## config.mk

```make
export PLATFORM = sky130hd
export DESIGN_NAME = snoop_adapter
export DESIGN_NICKNAME = d
export VERILOG_FILES = /design/src/rtl/snoop_adapter_pkg.sv /design/src/rtl/snoop_adapter.sv
export SDC_FILE = /design/constraint.sdc
export NUM_CORES = 1
export LEC_CHECK = 0
export ABC_AREA = 0
export CAP_MARGIN = 40
export CORE_MARGIN = 4
export CORE_UTILIZATION = 40
export DETAILED_ROUTE_END_ITERATION = 8
export PLACE_DENSITY = 0.77
export SETUP_SLACK_MARGIN = 0.1
export SYNTH_ARGS = -nofsm -noshare
export SYNTH_HDL_FRONTEND = slang
export SYNTH_SLANG_ARGS = --single-unit
```

## constraint.sdc

```tcl
create_clock -name clk -period 2.8 [get_ports clk]
set_input_delay 0.84 -clock clk [delete_from_list [all_inputs] [get_ports clk]]
set_output_delay 0.84 -clock clk [all_outputs]
set_load 0.005 [all_outputs]
```

## src/rtl/snoop_adapter_pkg.sv

```systemverilog
// Shared types and elaboration helpers for the P3 snooper/forwarder adapters.
// Holds the adapter state encoding and width derivations.
package snoop_adapter_pkg;

  typedef enum logic [1:0] {
    S_IDLE,
    S_RECV,
    S_DROP,
    S_DONE
  } sn_state_e;

  function automatic int clog2(input int v);
    int r;
    r = 0;
    while ((1 << r) < v) r++;
    return r;
  endfunction

  function automatic int bpw(input int dw);
    return dw / 8;
  endfunction

  function automatic int inc_width(input int dw);
    return clog2(dw / 8) + 1;
  endfunction

  // Length must hold a full buffer of bytes without overflow.
  function automatic bit plen_ok(input int aw, input int dw, input int pw);
    return (pw >= aw + clog2(dw / 8) + 1) && (dw % 8 == 0);
  endfunction

endpackage

```

## src/rtl/snoop_adapter.sv

```systemverilog
// Snooper-side packet buffer writer: stores words, counts bytes,
// truncates on overflow and drops packets that arrive without a buffer.
module snoop_adapter
  import snoop_adapter_pkg::*;
#(
  parameter int SN_FWD_ADDR_WIDTH = 8,
  parameter int SN_FWD_DATA_WIDTH = 64,
  parameter int PLEN_WIDTH        = 32,
  parameter int INC_WIDTH         = inc_width(SN_FWD_DATA_WIDTH)
) (
  input  logic                         clk,
  input  logic                         rst,
  input  logic [SN_FWD_DATA_WIDTH-1:0] sn_data,
  input  logic                         sn_vld,
  input  logic                         sn_last,
  input  logic [INC_WIDTH-1:0]         sn_bytes_vld,
  output logic                         sn_rdy,
  input  logic                         rdy_for_sn,
  output logic                         sn_done,
  output logic [PLEN_WIDTH-1:0]        sn_plen,
  output logic                         sn_trunc,
  output logic                         sn_dropped,
  output logic [SN_FWD_ADDR_WIDTH-1:0] sn_wr_addr,
  output logic [SN_FWD_DATA_WIDTH-1:0] sn_wr_data,
  output logic                         sn_wr_en
);

  localparam int AW  = SN_FWD_ADDR_WIDTH;
  localparam int DW  = SN_FWD_DATA_WIDTH;
  localparam int BPW = bpw(DW);
  localparam logic [AW-1:0] ADDR_MAX = '1;

  if (!plen_ok(AW, DW, PLEN_WIDTH)) begin : g_bad_cfg
    $error("snoop_adapter: illegal PLEN/DATA width");
  end

  sn_state_e             state_q, state_d;
  logic                  rdy_q, rdy_d;
  logic [AW-1:0]         addr_q, addr_d;
  logic [PLEN_WIDTH-1:0] len_q, len_d;
  logic                  full_q, full_d;
  logic                  done_q, done_d;
  logic                  trunc_q, trunc_d;
  logic                  drop_q, drop_d;
  logic                  wr_en_q, wr_en_d;
  logic [AW-1:0]         wr_addr_q, wr_addr_d;
  logic [DW-1:0]         wr_data_q, wr_data_d;

  logic                  acc;
  logic [PLEN_WIDTH-1:0] word_bytes;

  assign acc = sn_vld & rdy_q;

  always_comb begin
    word_bytes = PLEN_WIDTH'(BPW);
    if (sn_last && (sn_bytes_vld != '0)) begin
      word_bytes = PLEN_WIDTH'(sn_bytes_vld);
    end
  end

  always_comb begin
    state_d   = state_q;
    addr_d    = addr_q;
    len_d     = len_q;
    full_d    = full_q;
    done_d    = 1'b0;
    trunc_d   = 1'b0;
    drop_d    = 1'b0;
    wr_en_d   = 1'b0;
    wr_addr_d = wr_addr_q;
    wr_data_d = wr_data_q;
    unique case (state_q)
      S_IDLE: begin
        if (acc && rdy_for_sn) begin
          wr_en_d   = 1'b1;
          wr_addr_d = '0;
          wr_data_d = sn_data;
          len_d     = word_bytes;
          addr_d    = (ADDR_MAX == '0) ? '0 : AW'(1);
          full_d    = !sn_last && (ADDR_MAX == '0);
          done_d    = sn_last;
          state_d   = sn_last ? S_DONE : S_RECV;
        end else if (acc) begin
          drop_d  = sn_last;
          state_d = sn_last ? S_IDLE : S_DROP;
        end
      end
      S_RECV: begin
        if (acc) begin
          if (!full_q) begin
            wr_en_d   = 1'b1;
            wr_addr_d = addr_q;
            wr_data_d = sn_data;
            len_d     = len_q + word_bytes;
            if (addr_q == ADDR_MAX) begin
              full_d = !sn_last;
            end else begin
              addr_d = addr_q + AW'(1);
            end
          end
          if (sn_last) begin
            done_d  = 1'b1;
            trunc_d = full_q;
            state_d = S_DONE;
          end
        end
      end
      S_DROP: begin
        if (acc && sn_last) begin
          drop_d  = 1'b1;
          state_d = S_IDLE;
        end
      end
      S_DONE: begin
        state_d = S_IDLE;
      end
      default: begin
        state_d = S_IDLE;
      end
    endcase
    rdy_d = (state_d != S_DONE);
  end

  always_ff @(posedge clk) begin
    if (!rst) begin
      state_q   <= S_IDLE;
      rdy_q     <= 1'b0;
      addr_q    <= '0;
      len_q     <= '0;
      full_q    <= 1'b0;
      done_q    <= 1'b0;
      trunc_q   <= 1'b0;
      drop_q    <= 1'b0;
      wr_en_q   <= 1'b0;
      wr_addr_q <= '0;
      wr_data_q <= '0;
    end else begin
      state_q   <= state_d;
      rdy_q     <= rdy_d;
      addr_q    <= addr_d;
      len_q     <= len_d;
      full_q    <= full_d;
      done_q    <= done_d;
      trunc_q   <= trunc_d;
      drop_q    <= drop_d;
      wr_en_q   <= wr_en_d;
      wr_addr_q <= wr_addr_d;
      wr_data_q <= wr_data_d;
    end
  end

  assign sn_rdy     = rdy_q;
  assign sn_done    = done_q;
  assign sn_plen    = len_q;
  assign sn_trunc   = trunc_q;
  assign sn_dropped = drop_q;
  assign sn_wr_en   = wr_en_q;
  assign sn_wr_addr = wr_addr_q;
  assign sn_wr_data = wr_data_q;

endmodule

```

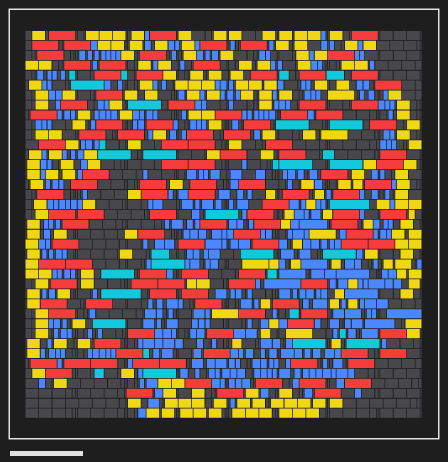
Figure 1: run 1, cells coloured by class.
The bar under the picture is 20 um long. Fill, decap, tap and diode cells in grey.
colour	class	cells
blue	all other logic	433
yellow	other buffers and delay cells	211
cyan	clock drivers and dummy loads	32
red	flip-flops	120

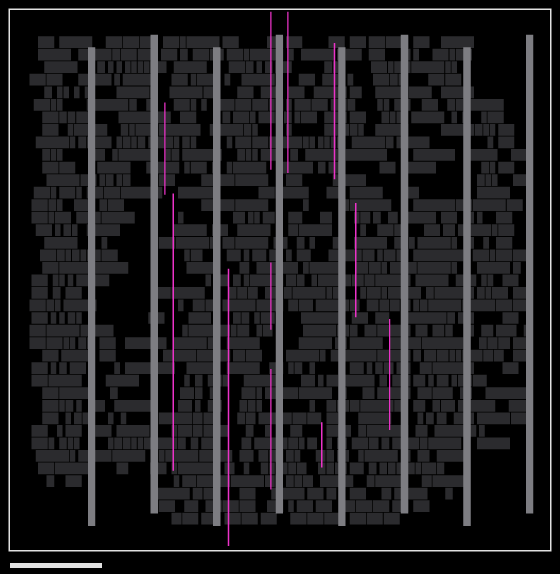
Figure 2: run 1, M4 wires.
The bar under the picture is 20 um long. Supply wires on this layer in grey. Cells faint in the background.
longest straight run	59.8 um
share of all routed wire	2.4%
wire length on this layer	335 um
main direction	vertical
nets with wire on the layer	8

==> reports/summary.txt, run 1 <==
Core Region = 11520 um2
Post-DP HPWL = 10240 um
Largest class = sequential cells
Layout cells sized above 1 = 0.1043
Top Layout Cells = 177 x clkdlybuf4s50_1, 148 x nand2_1, 120 x dfxtp_1, 81 x a21oi_1, 49 x nor2_1
Largest net degree at the start of global routing = 64
Post-synth EDFFs = 0
DRT met1 WL = 5658 um
Combinational Area = 2311 um2
Non-CTS buffers = 211
Clock-pin transition on the worst setup and hold timing paths = 50 ps
Chip Width = 117.1 um
Syn avg cell area = 8.129 um2
Combinational gate count = 425
Multi-input combinational area share = 0.3035
Biggest area cells = dfxtp_1 50%, nand2_1 12%, a21oi_1 8.6%
CP peak stage delay = 410 ps
Sequential cell area share = 0.3155
Root Driver = clkbuf_16
Uppermost layer routed = met4
Synth warn = 0
# fillers = 970
Worst Hold Class = reg -> reg
Max-Cap Viols = 0
Tot Pwr = 4.292 mW
Tool warnings = 27
Power share of the combinational group = 0.094
Vias/cell = 5.112
Unrepaired setup endpoints after global routing = no
Clock buf/inv share = 0.07640
Max H-tree Level = 4
Net Sw Power = 0.9661 mW
Crit path max-delay cell type = clkdlybuf4s50_1
Fmax = 0.3897 GHz
ANT cells = 0
R2R setup slack = 710 ps
DRC = 0
Most instantiated cells after synthesis = 148 x nand2_1, 120 x dfxtp_1, 82 x a21oi_1
Initial Util = 0.4136
M3 GR Usage = 0.06838
Distinct lib cells used = 44
Synth Flop Type = dfxtp_1
WHS Endpoint = sn_wr_data[24]
WS Path Type = in -> reg
Data arrival, critical path = 2910 ps
Ys cells = 586
Site Rows = 39
Data buffer area share = 0.2772
Floorplan net count = 665
Flop pwr share = 0.416
Nature of the critical path endpoint = register
Final setup fails = 0
WL final = 14260 um
Synth area leader = dfxtp_1
PD cells = 563.6 nW/um2
Reg2reg end = sn_plen[31]
Num CTS Buffers = 17
Leakage power = 2.651 nW
VDD IR-drop max = 0.3388 mV
Slew Limit Headroom = 0.6209
Clkbuf count = 19
Sequential cell area = 2402 um2
Layout Nets = 862
N_taps = 143
Yosys Chip Area = 4763 um2
Routed vias = 4800
Run status = finished clean
Initial antenna violation count = 0
Sw frac = 0.2251
Synth Register Bits = 120
Met1 usage = 0.2345
Area leader share = 0.5043
Hold Path Stages = 2
Die y size = 117.1 um
CP Cell Sequence = clkdlybuf4s50_1, inv_2, o311ai_4, ha_4, buf_4, nand3_2, o22ai_4, nand3_2, buf_4, or3_1, a21oi_2
Worst Setup Start Kind = primary input
Fin area = 7615 um2
WP buf/inv = 4
Register area share after synthesis = 0.5043
Met2 WL post-DR = 7301 um
DR iter-0 viols = 273
Worst-Margin Slew = 563.4 ps
Period utilization = 0.9165
Final min period = 2566 ps
Final hold vios = 0
R2r startpoint = sn_plen[15]
Clock skew = 8.007 ps
Clk sinks = 120
Gate count of the mapped netlist = 586
Chip area = 13720 um2
Hold buffers post-CTS = 0
FF-to-FF path depth = 5
Mapped Area = 4763 um2
CP Max Fanout = 6
Invs w/o clock = 8
Pint = 3.326 mW
Remaining antenna violation count = 0
# IOs = 182
Final Max Slew Viols = 0
Number of flip-flops and latches = 120
WP data required = 3140 ps
FFs w/ async S/R, synth = 0
Met3 routed WL = 965 um
Clock tree buffer depth = 2
First-pass DRT Iterations = 5
Area delta synth->final = 59.86%
First-pass GRT wire length = 22530 um
CP delay by family, top = buffers and inverters
CTS tree = yes
Grt peak-use layer = met2
Late-Pin Clk Latency = 410 ps
GP Congestion = 0.8123
Critical path origin = sn_bytes_vld[3]
Grt total ovfl = 0
Yosys top cell by instances = nand2_1
Hold wc startpoint = sn_wr_data[24]
I/O Buffers = 181
Vias in the first global route = 4841
Clock power share = 0.491
Top cell excl fill/tap = clkdlybuf4s50_1
Area post-placement = 6943 um2
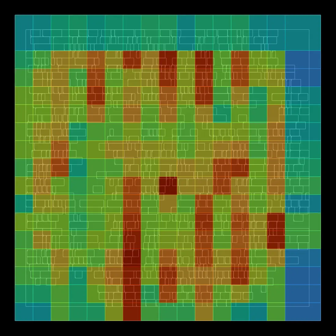
Figure 3: run 1, congestion heat map.
routing usage on met2: 0.3614
wire per inst: 15.19 um
Total GRT Usage: 0.2078

[run 1: what timing repair did]
| item | CTS | global route |
|---|---|---|
| pin swaps | 4 | 7 |
| buffers inserted | 1 | 0 |
| setup endpoints to repair | 25 | 22 |
| gates resized | 10 | 9 |
[run 1: logic make-up after synthesis]
group                      after synthesis  synth area share
buffers and inverters                   41           0.03310
adders and majority gates                6           0.01734
AOI/OAI and AO/OA                      119            0.1442
xor gates and xnor gates                26           0.04781
and+or+nand+nor                        274            0.2532
DFF                                    120            0.5043
[run 1: stage by stage]
step	TNS [ps]	std cells	hold WS, ps	setup slack, ps	utilization
after floorplan	0	586	430.9	128.9	-
after global placement	-8726	906	440.6	-620.5	0.6029
after detailed placement	-12710	906	445.3	-831.7	0.6029
after CTS	0	939	452.9	81.31	0.6587
after global routing	0	939	468.8	108.5	0.6612
final	0	939	451.1	233.8	0.6612
[run 1: power by group through the flow]
stage	Combinational [mW]	Sequential, mW	Clock [mW]
final	0.402	1.78	2.11
after global routing	0.436	1.79	2.23
after CTS	0.402	1.78	2.15
after detailed placement	0.394	1.82	0
after global placement	0.385	1.82	0
after floorplan	0.141	1.81	0
[run 1: how the worst max path moves through the flow]
stage	end	depth (start not counted)
6_report	sn_plen[17]	11
5_1_grt	sn_plen[25]	10
4_1_cts	sn_plen[17]	10
3_5_place_dp	sn_plen[30]	8
3_3_place_gp	sn_plen[30]	9
2_1_floorplan	sn_plen[31]	7
[run 1: registers in the layout, summed over array words and instances (netlist names)]
signal and flops:
addr_q 8, full_q 1, sn_done 1, sn_dropped 1
sn_plen 32, sn_rdy 1, sn_trunc 1, sn_wr_addr 8
sn_wr_data 64, sn_wr_en 1, state_q 2
## Run 2: what changed since run 1
--- a/config.mk
+++ b/config.mk
@@ -6,7 +6,7 @@
 export NUM_CORES = 1
 export LEC_CHECK = 0
 export ABC_AREA = 0
-export CAP_MARGIN = 40
+export CAP_MARGIN = 20
 export CORE_MARGIN = 4
 export CORE_UTILIZATION = 40
 export DETAILED_ROUTE_END_ITERATION = 8
==> constraint.sdc (replaced) <==
create_clock -name clk -period 2.8 [get_ports clk]
set_input_delay 0.28 -clock clk [delete_from_list [all_inputs] [get_ports clk]]
set_output_delay 0.28 -clock clk [all_outputs]
set_load 0.005 [all_outputs]
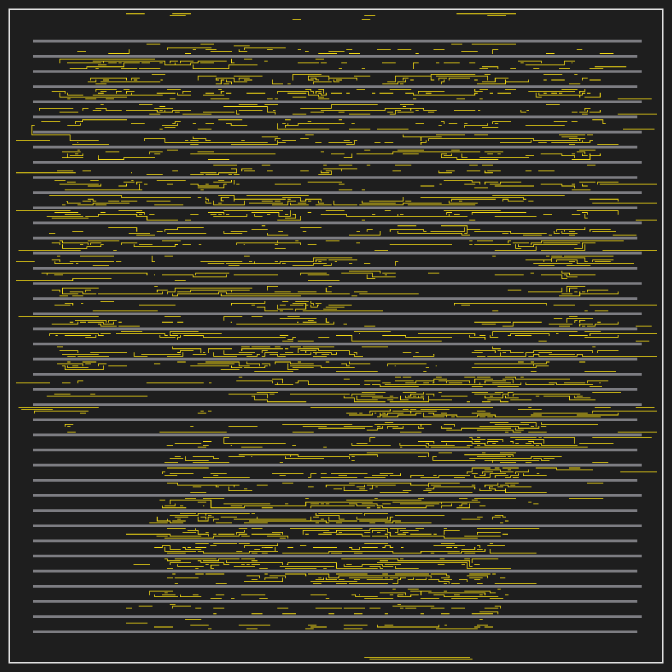
Figure 4: run 2, metal 1.
Supply wires on this layer in grey.
main direction	horizontal
nets with wire on the layer	759
longest straight run	32.7 um

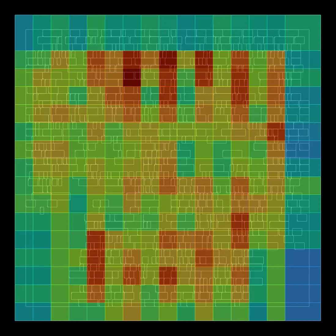
Figure 5: run 2, congestion heat map.
M3 GR Usage: 0.07095
wire per inst: 15.15 um
Total GRT Usage: 0.2000
routing usage on met2: 0.3246
met1 usage: 0.2396

==> run 2 against run 1 <==
Net effect: critical path depth down 2; non-clock buffer count down 16; register-to-register slack worse by 100 ps; die area unchanged; synthesized cell count unchanged; power up 2.3%; global-route usage down 0.79 points; critical endpoint is now sn_plen[29]; largest cell class unchanged.
==> reports/summary.txt, run 2 <==
Vias/cell = 5.164
Biggest area cells = dfxtp_1 50%, nand2_1 12%, a21oi_1 8.6%
Largest net degree at the start of global routing = 40
Max-Cap Viols = 0
Sequential cell area share = 0.3261
WP data required = 3130 ps
Gate count of the mapped netlist = 586
Mapped Area = 4763 um2
Yosys Chip Area = 4763 um2
Unrepaired setup endpoints after global routing = no
WS Path Type = in -> reg
Tool warnings = 26
WL final = 13990 um
Xor+xnor area frac = 0.04781
Compound-Gate Fraction of Synth Area = 0.1442
Register area share after synthesis = 0.5043
Clock-pin transition on the worst setup and hold timing paths = 60 ps
First-pass GRT wire length = 21800 um
Syn avg cell area = 8.129 um2
Number of flip-flops and latches = 120
Clock tree buffer depth = 2
GP Congestion = 0.8606
Ys cells = 586
Worst Setup Start Kind = primary input
Tot Pwr = 4.389 mW
Yosys top cell by instances = nand2_1
Largest class = sequential cells
Clock skew = 12.62 ps
Synth Register Bits = 120
Layout Nets = 846
CP Cell Sequence = clkdlybuf4s50_1, o311ai_0, buf_4, ha_1, nand3_1, o22ai_1, nand4_1, or3_1, a21oi_1
Clk sinks = 120
Vias in the first global route = 4482
Max H-tree Level = 4
Data buffer area share = 0.2602
Core Region = 11520 um2
Top Layout Cells = 181 x clkdlybuf4s50_1, 148 x nand2_1, 120 x dfxtp_1, 82 x a21oi_1, 50 x nor2_1
Sequential cell area = 2402 um2
Multi-input combinational area share = 0.3021
Area leader share = 0.5043
VDD IR-drop max = 0.3297 mV
Crit path max-delay cell type = clkdlybuf4s50_1
Synth warn = 0
Chip area = 13720 um2
Remaining antenna violation count = 0
Num CTS Buffers = 17
Chip Width = 117.1 um
Worst Hold Class = in -> reg
ANT cells = 0
Final setup fails = 0
First-pass DRT Iterations = 4
Initial antenna violation count = 0
Late-Pin Clk Latency = 410 ps
Slew Limit Headroom = 0.6616
Die y size = 117.1 um
Run status = finished clean
Clock buf/inv share = 0.08322
Max FFs per register = 64
Period utilization = 0.8423
Post-DP HPWL = 9949 um
Routed vias = 4766
DR iter-0 viols = 264
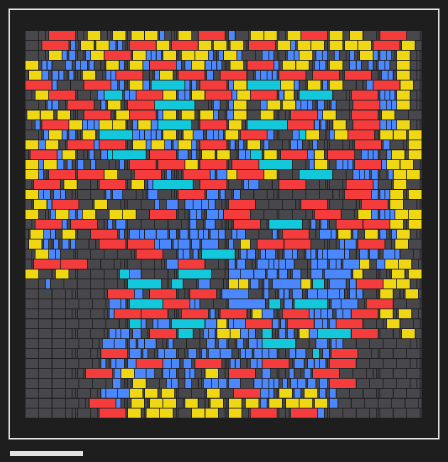
Figure 6: run 2, cells coloured by class.
The bar under the picture is 20 um long. Fill, decap, tap and diode cells in grey.
colour	class	cells
cyan	clock drivers and dummy loads	32
yellow	other buffers and delay cells	195
red	flip-flops	120
blue	all other logic	433

[run 2: cells by family after synthesis]
family / Yosys count
compound gates: 119
xor+xnor: 26
simple gates: 274
flops: 120
fa+ha+maj: 6
buf+inv: 41
[run 2: report_power, final]
group | internal (mW) | switching (mW) | total, mW
clock network | 1.43 | 0.805 | 2.24
logic | 0.206 | 0.163 | 0.369
registers | 1.75 | 0.0295 | 1.78
total | 3.39 | 0.997 | 4.39
[run 2: path summary, 6_finish.rpt]
| path | start | endpoint | slack, ps | cells after the start |
|---|---|---|---|---|
| hold / removal | sn_data[22] | sn_wr_data[22] | 410 | 3 |
| setup / recovery | sn_last | sn_plen[29] | 440 | 9 |
| hold reg to reg | sn_wr_data[22] | sn_wr_data[22] | 450 | 2 |
| setup reg to reg | state_q[0] | sn_plen[22] | 610 | 6 |
[run 2: worst max-delay path, delay by kind of cell]
family / cells / cell delay, ps
adders and majority gates: 1 / 370
buffers and inverters: 2 / 690
and+or+nand+nor: 3 / 750
AOI/OAI and AO/OA: 3 / 590
[run 2: metrics by stage]
step           hold slack [ps]  area [um2]  setup WS (ps)  instances  utilization
5_1_grt                  409.1        7367          244.9        923       0.6397
6_report                 406.5        7367          441.6        923       0.6397
3_3_place_gp             441.4        6754          174.8        891       0.5865
3_5_place_dp             445.7        6754          106.3        891       0.5865
2_1_floorplan            397.6        4763          437.3        586            -
4_1_cts                  399.5        7367          443.0        923       0.6397
[run 2: per-layer routing]
layer / GRT usage / share of wire / up-vias / wire [um]
met5: 0 / 0 / - / 0
met1: 0.2396 / 0.41 / 2230 / 5758
li1: - / - / 2349 / -
met3: 0.07095 / 0.072 / 33 / 1004
met2: 0.3246 / 0.49 / 154 / 6798
met4: 0.08716 / 0.030 / 0 / 425
Power is estimated from default activity; no workload was simulated.
